$ cat src/rtl/pwm_pkg.sv
// rtl/pwm_pkg.sv - shared constants and types for the multi-channel PWM core
package pwm_pkg;

  localparam logic MODE_EDGE   = 1'b0;
  localparam logic MODE_CENTER = 1'b1;

  localparam int DEF_WIDTH = 16;
  localparam int DEF_NCH   = 4;

  typedef enum logic {
    DIR_UP   = 1'b0,
    DIR_DOWN = 1'b1
  } dir_t;

endpackage

$ cat src/rtl/pwm_channel_cmp.sv
// rtl/pwm_channel_cmp.sv - registered duty compare and polarity stage for one PWM channel
module pwm_channel_cmp #(
  parameter int WIDTH = 16
) (
  input  logic             clk,
  input  logic             rst,
  input  logic             en,
  input  logic [WIDTH-1:0] cnt,
  input  logic [WIDTH-1:0] duty,
  input  logic             pol,
  output logic             pwm
);

  always_ff @(posedge clk or posedge rst) begin
    if (rst) begin
      pwm <= 1'b0;
    end else if (en) begin
      pwm <= pol ^ (cnt < duty);
    end else begin
      pwm <= pol;
    end
  end

endmodule

$ cat src/rtl/pwm_multi_core.sv
// rtl/pwm_multi_core.sv - shared timebase with shadowed period/duty/mode and NCH compare channels
module pwm_multi_core
  import pwm_pkg::*;
#(
  parameter int WIDTH = DEF_WIDTH,
  parameter int NCH   = DEF_NCH
) (
  input  logic               clk,
  input  logic               rst,
  input  logic               en,
  input  logic               mode_i,
  input  logic [WIDTH-1:0]   period_i,
  input  logic [NCH*WIDTH-1:0] duty_i,
  input  logic [NCH-1:0]     pol_i,
  input  logic               load_i,
  output logic [NCH-1:0]     pwm_o,
  output logic               period_end_o,
  output logic               upd_ack_o
);

  localparam logic [WIDTH-1:0] ONE = {{(WIDTH-1){1'b0}}, 1'b1};

  logic [WIDTH-1:0]     cnt;
  dir_t                 dir;
  logic                 mode_act, mode_pend, pend_valid;
  logic [WIDTH-1:0]     period_act, period_pend;
  logic [NCH*WIDTH-1:0] duty_act, duty_pend;
  logic                 boundary;

  // Center mode with P == 1 reaches cnt == 1 still counting up, so it is a boundary too.
  always_comb begin
    boundary = 1'b0;
    if (period_act == '0) begin
      boundary = 1'b1;
    end else if (mode_act == MODE_EDGE) begin
      boundary = (cnt == period_act);
    end else begin
      boundary = (cnt == ONE) && ((dir == DIR_DOWN) || (period_act == ONE));
    end
  end

  always_ff @(posedge clk or posedge rst) begin
    if (rst) begin
      cnt          <= '0;
      dir          <= DIR_UP;
      mode_act     <= MODE_EDGE;
      mode_pend    <= MODE_EDGE;
      period_act   <= '0;
      period_pend  <= '0;
      duty_act     <= '0;
      duty_pend    <= '0;
      pend_valid   <= 1'b0;
      period_end_o <= 1'b0;
      upd_ack_o    <= 1'b0;
    end else begin
      upd_ack_o    <= 1'b0;
      period_end_o <= 1'b0;
      if (!en) begin
        cnt <= '0;
        dir <= DIR_UP;
        if (load_i) begin
          mode_act   <= mode_i;
          period_act <= period_i;
          duty_act   <= duty_i;
          pend_valid <= 1'b0;
          upd_ack_o  <= 1'b1;
        end
      end else begin
        period_end_o <= boundary;
        if (boundary) begin
          cnt <= '0;
          dir <= DIR_UP;
          // A load landing on the boundary itself skips the pending stage.
          if (load_i) begin
            mode_act   <= mode_i;
            period_act <= period_i;
            duty_act   <= duty_i;
            pend_valid <= 1'b0;
            upd_ack_o  <= 1'b1;
          end else if (pend_valid) begin
            mode_act   <= mode_pend;
            period_act <= period_pend;
            duty_act   <= duty_pend;
            pend_valid <= 1'b0;
            upd_ack_o  <= 1'b1;
          end
        end else begin
          if (load_i) begin
            mode_pend   <= mode_i;
            period_pend <= period_i;
            duty_pend   <= duty_i;
            pend_valid  <= 1'b1;
          end
          if (mode_act == MODE_EDGE) begin
            cnt <= cnt + ONE;
          end else if (dir == DIR_UP) begin
            if (cnt == period_act) begin
              dir <= DIR_DOWN;
              cnt <= cnt - ONE;
            end else begin
              cnt <= cnt + ONE;
            end
          end else begin
            cnt <= cnt - ONE;
          end
        end
      end
    end
  end

  for (genvar i = 0; i < NCH; i++) begin : g_ch
    pwm_channel_cmp #(.WIDTH(WIDTH)) u_cmp (
      .clk  (clk),
      .rst  (rst),
      .en   (en),
      .cnt  (cnt),
      .duty (duty_act[i*WIDTH +: WIDTH]),
      .pol  (pol_i[i]),
      .pwm  (pwm_o[i])
    );
  end

endmodule

$ cat config.mk
export PLATFORM = sky130hd
export DESIGN_NAME = pwm_multi_core
export DESIGN_NICKNAME = d
export VERILOG_FILES = /design/src/rtl/pwm_pkg.sv /design/src/rtl/pwm_channel_cmp.sv /design/src/rtl/pwm_multi_core.sv
export SDC_FILE = /design/constraint.sdc
export NUM_CORES = 1
export LEC_CHECK = 0
export ABC_CLOCK_PERIOD_IN_PS = 18600
export CAP_MARGIN = 20
export CORE_MARGIN = 2
export CORE_UTILIZATION = 30
export DETAILED_ROUTE_END_ITERATION = 12
export HOLD_SLACK_MARGIN = 0.05
export PLACE_DENSITY = 0.59
export SKIP_LAST_GASP = 1
export SYNTH_ARGS = -nofsm -noshare
export SYNTH_HDL_FRONTEND = slang
export SYNTH_SLANG_ARGS = --single-unit
$ cat constraint.sdc
create_clock -name clk -period 18.6 [get_ports clk]
set_input_delay 3.72 -clock clk [delete_from_list [all_inputs] [get_ports clk]]
set_output_delay 3.72 -clock clk [all_outputs]
set_load 0.03 [all_outputs]
==> results.toml, run 1 <==
# yosys + openroad results
[run_status]
status = "finished clean"

[die]
dieArea_mm2 = 0.0353
cell_rows = 67

[synthesis]
synth.cellmix.simpleShare_pct = 6.98
yosys-stat-cells = 843
syn-num-nets = 995
synth-seq-area-share_pct = 45.9
post_synth_inst_count = 843

[cts]
worst_case_clock_buffer_depth = 2
cts_tree = "yes"
tritoncts.num_buffers = 17

[drt]
finalWirelength_mm = 22.9
route.vias.total = 6499
m1WireLength_mm = 11.0

[global_route]
antenna_found_initial = 0

[hold_path]
classification_of_the_worst_slack_hold_path = "flip-flop to flip-flop"

[flow_run]
maxCapViolations = 0

[worst_setup_path]
cpMostUsedCell = "sky130_fd_sc_hd__buf_4"

[sta]
worst_slew_margin_rel_pct = 34.2
fmax_ghz = 0.159
fin_skew_ns = 0.0173
[run 1: metrics by stage]
step           instance area [um^2]  utilization (%)  setup WS [ns]
2_1_floorplan                 10100                -           9.82
3_3_place_gp                  11400             34.2          11.93
3_5_place_dp                  11400             34.2          11.83
4_1_cts                       12000             35.9          12.29
5_1_grt                       12000             35.9          12.17
6_report                      12000             35.9          12.32
[run 1: sequential cells by signal, summed over array words and instances, names as in the netlist]
| register | flops |
|---|---|
| duty_act | 64 |
| dir | 1 |
| period_act | 16 |
| pend_valid | 1 |
| duty_pend | 64 |
| mode_act | 1 |
| cnt | 16 |
| mode_pend | 1 |
| period_end_o | 1 |
| upd_ack_o | 1 |
| g_ch.u_cmp.pwm | 4 |
| period_pend | 16 |
[run 1: cell families after synthesis]
family          count (synthesis)
compound gates                 92
xor+xnor                       20
fa+ha+maj                      63
mux                           244
flops                         186
simple gates                  127
buf+inv                       111
[run 1: cells in the final DEF (no fill, tap or decap), types with 6 or more instances in the layout]
| master | count |
|---|---|
| sky130_fd_sc_hd__clkdlybuf4s50_1 | 94 |
| sky130_fd_sc_hd__a21oi_1 | 14 |
| sky130_fd_sc_hd__o31ai_1 | 6 |
| sky130_fd_sc_hd__mux2i_1 | 125 |
| sky130_fd_sc_hd__a211oi_1 | 14 |
| sky130_fd_sc_hd__inv_1 | 70 |
| sky130_fd_sc_hd__buf_4 | 6 |
| sky130_fd_sc_hd__nand2_1 | 15 |
| sky130_fd_sc_hd__nand3_1 | 15 |
| sky130_fd_sc_hd__clkbuf_16 | 17 |
| sky130_fd_sc_hd__nor4_1 | 6 |
| sky130_fd_sc_hd__xnor2_1 | 16 |
| sky130_fd_sc_hd__dfrtp_1 | 186 |
| sky130_fd_sc_hd__mux2_1 | 17 |
| sky130_fd_sc_hd__nor2_1 | 21 |
| sky130_fd_sc_hd__a21o_1 | 21 |
| sky130_fd_sc_hd__o21a_1 | 6 |
| sky130_fd_sc_hd__mux2_2 | 102 |
| sky130_fd_sc_hd__o21ai_0 | 12 |
| sky130_fd_sc_hd__nand4_1 | 11 |
| sky130_fd_sc_hd__nor3_1 | 23 |
| sky130_fd_sc_hd__ha_1 | 63 |
| sky130_fd_sc_hd__and3_1 | 8 |
[run 1: critical path: cells and delay by family]
family,cells,cell delay (ns)
compound gates,2,0.44
mux,1,0.38
buf+inv,4,2.02
[run 1: final timing paths]
check	from	end	slack [ns]
max	en	duty_act[16]	12.32
max in group asynchronous	rst	duty_pend[18]	13.28
min	duty_act[48]	duty_act[48]	0.50
min reg2reg	duty_act[48]	duty_act[48]	0.50
min in group asynchronous	rst	period_pend[6]	3.80
max reg2reg	cnt[6]	duty_act[16]	14.68
[run 1: cell type report]
| type | count | area, um^2 |
|---|---|---|
| sequential | 186 | 4650 |
| tap | 448 | 561 |
| clock buffer | 17 | 425 |
| fill | 3361 | 21400 |
| clock inverter | 15 | 153 |
| multi-input combinational | 546 | 4940 |
| inverter | 71 | 274 |
| timing repair buffer | 100 | 986 |
[run 1: power breakdown]
part           switching [mW]  total (mW)  leakage [nW]  internal (mW)
clock network           0.180       0.359         0.286          0.179
registers              0.0638       0.572          2.21          0.508
logic                   0.169       0.331          3.05          0.163
run_1/final_placement.png
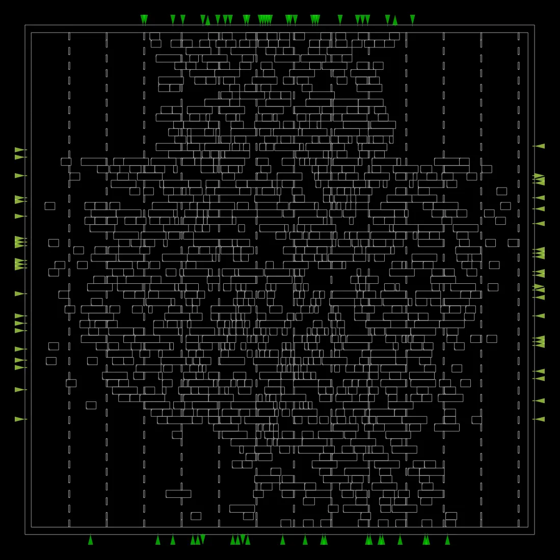
flip-flop and latch count: 186
FILL cells: 3,361
Core Area: 0.0334 mm^2

run_1/met3.png
Scale: 1.5 px per um.
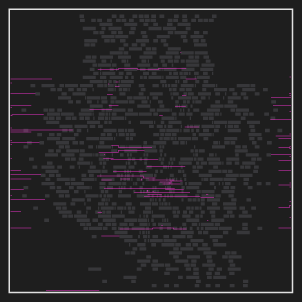
share of all routed wire: 4.3%
wire length on this layer: 990 um
longest straight run: 46.9 um
main direction: horizontal
nets with wire on the layer: 66

run_1/registers.png
Scale: 2 px per um.
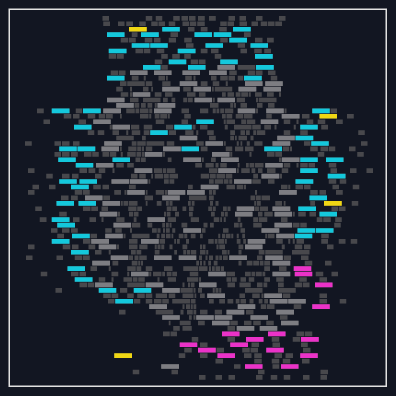
| color | name in the netlist | flops |
|---|---|---|
| cyan | duty_pend | 64 |
| magenta | period_pend | 16 |
| yellow | g_ch.u_cmp.pwm | 4 |
not colored: 102

run_1/drive_strength.png
Scale: 2 px per um.
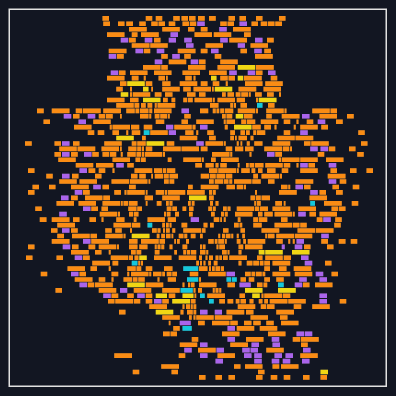
| color | size | cells | share |
|---|---|---|---|
| yellow | drive 6 and up | 28 | 3.0% |
| orange | drive 1 or less | 786 | 84% |
| cyan | drive 3 to 4 | 14 | 1.5% |
| purple | drive 2 | 107 | 11% |
final design area excluding fillers: 0.0120 mm^2
Worst Slack Setup Final: 12.32 ns

==> run 2, diff against run 1 <==
- ABC_CLOCK_PERIOD_IN_PS: 18600 -> 6420
- clock period: 18.6 -> 6.42 ns (I/O delays scaled with it)
==> run 2 against run 1 <==
Effect of this change: synthesized cell count unchanged; power increased to 2.9 times the previous value; global-route usage about the same; non-clock buffer count increased by 2; clock power increased to 3.0 times the previous value; die size unchanged; setup slack got worse by 9.8 ns; highest routed layer unchanged; sequential power increased to 2.9 times the previous value; final area increased by 0.30%; count of clock-buffer cells in the layout increased by 1; register-to-register slack got worse by 12 ns; area after synthesis unchanged.
==> results.toml, run 2 <==
# yosys + openroad results
[run_status]
status = "finished clean"

[synthesis]
syn-num-nets = 995
yosys-stat-cells = 843
post_synth_inst_count = 843
synth-seq-area-share_pct = 45.9
postSynth.asyncResetShare_pct = 100

[finish]
register_area_mm2 = 0.00465
highest_count_logic_cell_in_the_final_layout = "sky130_fd_sc_hd__dfrtp_1"
comb_area_mm2 = 0.00494
biggestRegsByFlops = "duty_act x64, duty_pend x64"
final_layout_top_logic_cells = "sky130_fd_sc_hd__dfrtp_1 (186), sky130_fd_sc_hd__mux2i_1 (125), sky130_fd_sc_hd__mux2_2 (102), sky130_fd_sc_hd__clkdlybuf4s50_1 (94), sky130_fd_sc_hd__inv_1 (70)"

[flow_run]
maxCapViolations = 0

[worst_setup_path]
worstPathBufferInverterCount = 3
crit_cells = 6
worst_path_dominant_cell_family = "buffers and inverters"

[cts]
tritoncts.num_buffers = 17
cts_tree = "yes"
worst_case_clock_buffer_depth = 2

[drt]
finalWirelength_mm = 22.7
route.vias.total = 6563

[placed_design]
gpl.final_weighted_congestion = 0.792
worst_setup_timing_slack_at_the_placement_stage_ns = 2.02
place_hpwl_mm = 15.8

[die]
coreArea_mm2 = 0.0334
dieArea_mm2 = 0.0353

[sta]
fin_skew_ns = 0.00884
fmax_ghz = 0.257
finalCritPeriodShare_pct = 60.6
layout_setup_ws_ns = 2.53
worst_slew_margin_rel_pct = 39.3

[global_route]
antenna_found_initial = 0

[power_and_ir_drop]
leakage_nw = 5.57
-- run 2: cell count changes in the layout (fill, tap and decap cells not counted), sizes merged --
cell      previous run  this run
inv                 79        77
buf                  6         8
clkinv               7         5
bufinv               0         2
clkinvlp             0         1
clkbuf              17        18
-- run 2: area by class of cell --
cell class,count,share of cell area (%)
clock buffer,18,3.65
tap,448,4.66
multi-input combinational,546,41.0
sequential,186,38.7
inverter,71,2.28
clock inverter,14,1.33
timing repair buffer,102,8.32
-- run 2: power breakdown --
group	internal, mW	total (mW)	switching, mW	leakage, nW
sequential	1.47	1.66	0.189	2.21
combinational	0.472	0.958	0.487	3.06
clock	0.594	1.08	0.484	0.295
total	2.54	3.70	1.16	5.57
-- run 2: worst paths after layout --
path / from / endpoint / slack [ns]
max reg2reg: cnt[3] / duty_act[16] / 2.55
max in group asynchronous: rst / duty_pend[16] / 3.82
max: en / duty_pend[13] / 2.53
min in group asynchronous: rst / period_pend[5] / 1.28
min reg2reg: duty_act[0] / duty_act[0] / 0.49
min: duty_act[0] / duty_act[0] / 0.49
-- run 2: kinds of logic (layout without fill, tap and decap cells) --
kind of cell,Yosys count,count (layout),synth area share [%]
muxes,244,244,25.6
DFF,186,186,45.9
and+or+nand+nor,127,127,6.98
buffers and inverters,111,205,5.64
AOI/OAI and AO/OA,92,92,6.36
adders and majority gates,63,63,7.78
xor gates and xnor gates,20,20,1.73
-- run 2: per-layer routing --
| layer | routed length (um) | global-route usage, % |
|---|---|---|
| met4 | 224 | 3.91 |
| met2 | 10600 | 21.4 |
| met3 | 1010 | 2.60 |
| met1 | 10900 | 18.7 |
| met5 | 0 | 0 |
-- run 2: per-stage QoR --
stage	power [mW]	area, um^2
global route	3.95	12000
finish	3.70	12000
detailed placement	2.65	11400
floorplan	2.37	10100
CTS	3.75	12000
global placement	2.62	11400
run_2/registers.png
Scale: 2 px per um.
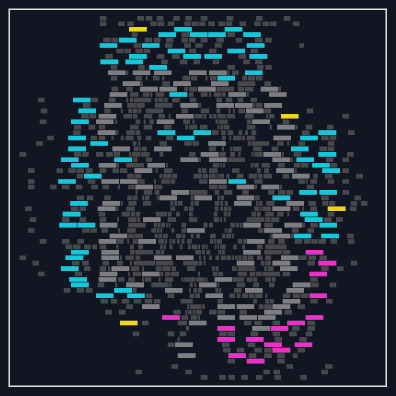
| color | name in the netlist | flops |
|---|---|---|
| magenta | period_pend | 16 |
| cyan | duty_pend | 64 |
| yellow | g_ch.u_cmp.pwm | 4 |
flop share of the area: 38.7%
post-layout util: 36.0%

run_2/drive_strength.png
Scale: 2 px per um.
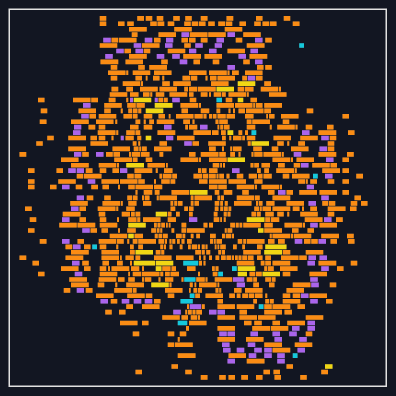
| color | size | cells | share |
|---|---|---|---|
| purple | drive 2 | 109 | 12% |
| orange | drive 1 or less | 786 | 84% |
| cyan | drive 3 to 4 | 14 | 1.5% |
| yellow | drive 6 and up | 28 | 3.0% |

run_2/final_placement.png
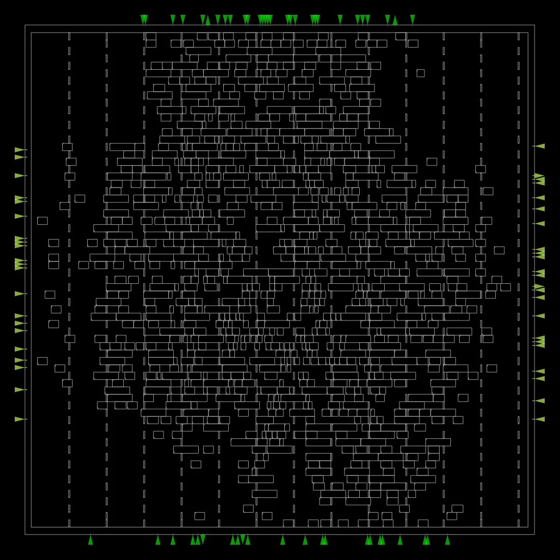
number of non-filler instances in the completed layout: 1,385
FILL cells: 3,326
Cell Rows: 67
Tapcell Cnt: 448

==> run 3, diff against run 2 <==
- ABC_CLOCK_PERIOD_IN_PS: 6420 -> 3720
- clock period: 6.42 -> 3.72 ns (I/O delays scaled with it)
==> run 3 against run 2 <==
Effect of this change: power increased by 72%; clock skew increased by 0.0031 ns; register-to-register slack lost 1.9 ns; sequential cell count is the same; die size unchanged.
==> results.toml, run 3 <==
# yosys + openroad results
[finish]
biggestRegsByFlops = "duty_act x64, duty_pend x64"
instances_no_fill = 1399

[placed_design]
worst_setup_timing_slack_at_the_placement_stage_ns = 0.541
place_hpwl_mm = 16.5
gpl.final_weighted_congestion = 0.844
place_area_mm2 = 0.0116

[synthesis]
synth_xor_xnor_area_share_pct = 1.73
synth-seq-area-share_pct = 45.9
syn-num-nets = 995
postSynth.asyncResetShare_pct = 100
synth.cellmix.simpleShare_pct = 6.98
yosys.area_share.adder_pct = 7.78
logic_family = "multiplexers"
post_synth_inst_count = 843
ys_sh_aoi_pct = 6.36

[worst_setup_path]
worstSetupEndpointType = "flip-flop"
worst_path_dominant_cell_family = "simple AND/OR/NAND/NOR gates"

[sta]
fmax_ghz = 0.330
fin_skew_ns = 0.0120
layout_setup_ws_ns = 0.688

[cts]
cts_htree_levels = 4
cts_tree = "yes"
worst_case_clock_buffer_depth = 2

[drt]
route.detailed.drc = 0
final_antenna_net_count = 0
finalWirelength_mm = 22.7

[die]
coreArea_mm2 = 0.0334
cell_rows = 67
dieArea_mm2 = 0.0353

[flow_run]
maxCapViolations = 0

[power_and_ir_drop]
leakage_nw = 5.64

[run_status]
status = "finished clean"

[global_route]
antenna_found_initial = 0

[hold_path]
classification_of_the_worst_slack_hold_path = "flip-flop to flip-flop"
[run 3: cell types whose count changed in the layout (fill, tap and decap cells not counted), moves of 2 or more]
cell	delta
sky130_fd_sc_hd__buf_4	+9
sky130_fd_sc_hd__bufinv_16	-2
sky130_fd_sc_hd__clkinvlp_4	+2
sky130_fd_sc_hd__buf_12	+5
sky130_fd_sc_hd__clkinv_2	-3
sky130_fd_sc_hd__inv_8	+4
[run 3: per-layer routing]
metal / part of all wire [%] / vias up / GRT usage, % / wire [um]
met5: 0 / - / 0 / 0
met4: 0.90 / 0 / 3.85 / 204
met3: 3.7 / 10 / 2.32 / 847
met2: 47 / 112 / 22.0 / 10600
met1: 49 / 3201 / 18.5 / 11100
li1: - / 3209 / - / -
[run 3: logic make-up (layout without fill, tap and decap cells)]
family,after synthesis,in the layout
buffers and inverters,111,219
XOR/XNOR,20,20
AND-OR/OR-AND,92,92
AND/OR/NAND/NOR,127,127
flip-flops,186,186
multiplexers,244,244
adder cells (fa/ha/maj),63,63
[run 3: worst reg2reg max path, cell delays in order, from the launching register on]
cell                       delay, ns
sky130_fd_sc_hd__dfrtp_1        0.56
sky130_fd_sc_hd__nor4_2         0.40
sky130_fd_sc_hd__nand4b_1       0.25
sky130_fd_sc_hd__nor4_4         0.32
sky130_fd_sc_hd__o32ai_2        0.20
sky130_fd_sc_hd__nand3_4        0.13
sky130_fd_sc_hd__buf_4          0.59
sky130_fd_sc_hd__mux2_2         0.46
[run 3: area by class of cell]
cell class	instances	area, um^2
Clock buffer	17	425
Multi-Input combinational cell	546	4940
Tap cell	448	561
Fill cell	3344	21200
Clock inverter	15	149
Timing Repair Buffer	116	1170
Sequential cell	186	4650
Inverter	71	270
[run 3: power breakdown]
group          switching, mW  internal, mW
Clock                  0.898         0.899
Combinational          0.873         0.832
Sequential             0.298          2.54
[run 3: final timing paths]
kind | slack [ns] | to | depth (start not counted) | start
worst max-delay path | 0.69 | duty_pend[29] | 7 | cnt[4]
worst min-delay path | 0.49 | duty_act[32] | 1 | duty_act[32]
worst max register to register | 0.69 | duty_pend[29] | 7 | cnt[4]
worst min register to register | 0.49 | duty_act[32] | 1 | duty_act[32]
max in group asynchronous | 2.21 | duty_act[42] | 3 | rst
min in group asynchronous | 0.74 | period_pend[13] | 2 | rst
[run 3: per-stage QoR]
step | power (mW) | utilization (%) | hold slack, ns
5_1_grt | 6.79 | 36.5 | 0.516
3_5_place_dp | 4.61 | 34.7 | 0.481
4_1_cts | 6.43 | 36.5 | 0.498
6_report | 6.34 | 36.5 | 0.493
2_1_floorplan | 4.08 | - | 0.459
3_3_place_gp | 4.54 | 34.7 | 0.469
run_3/met3.png
Scale: 1.5 px per um.
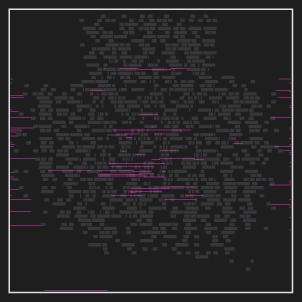
longest straight run: 52.4 um
nets with wire on the layer: 70
share of all routed wire: 3.7%

run_3/drive_strength.png
Scale: 2 px per um.
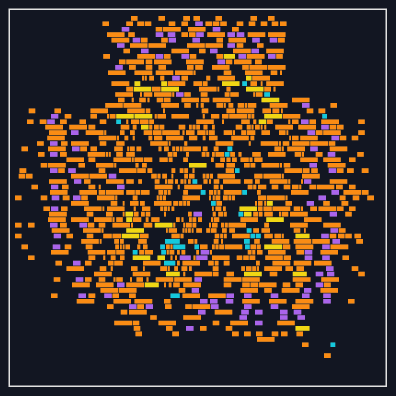
| color | size | cells | share |
|---|---|---|---|
| cyan | drive 3 to 4 | 26 | 2.7% |
| orange | drive 1 or less | 786 | 83% |
| purple | drive 2 | 106 | 11% |
| yellow | drive 6 and up | 33 | 3.5% |

run_3/registers.png
Scale: 2 px per um.
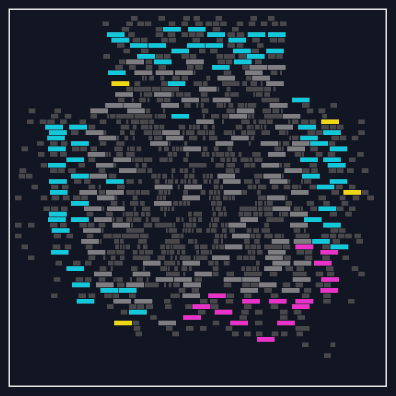
| color | name in the netlist | flops |
|---|---|---|
| yellow | g_ch.u_cmp.pwm | 4 |
| cyan | duty_pend | 64 |
| magenta | period_pend | 16 |
not colored: 102
Flop+latch power: 2.84 mW
Register Area: 0.00465 mm^2
post-layout util: 36.5%
flop share of the area: 38.3%

No activity file was given, so power comes from the tool's default toggle rates.
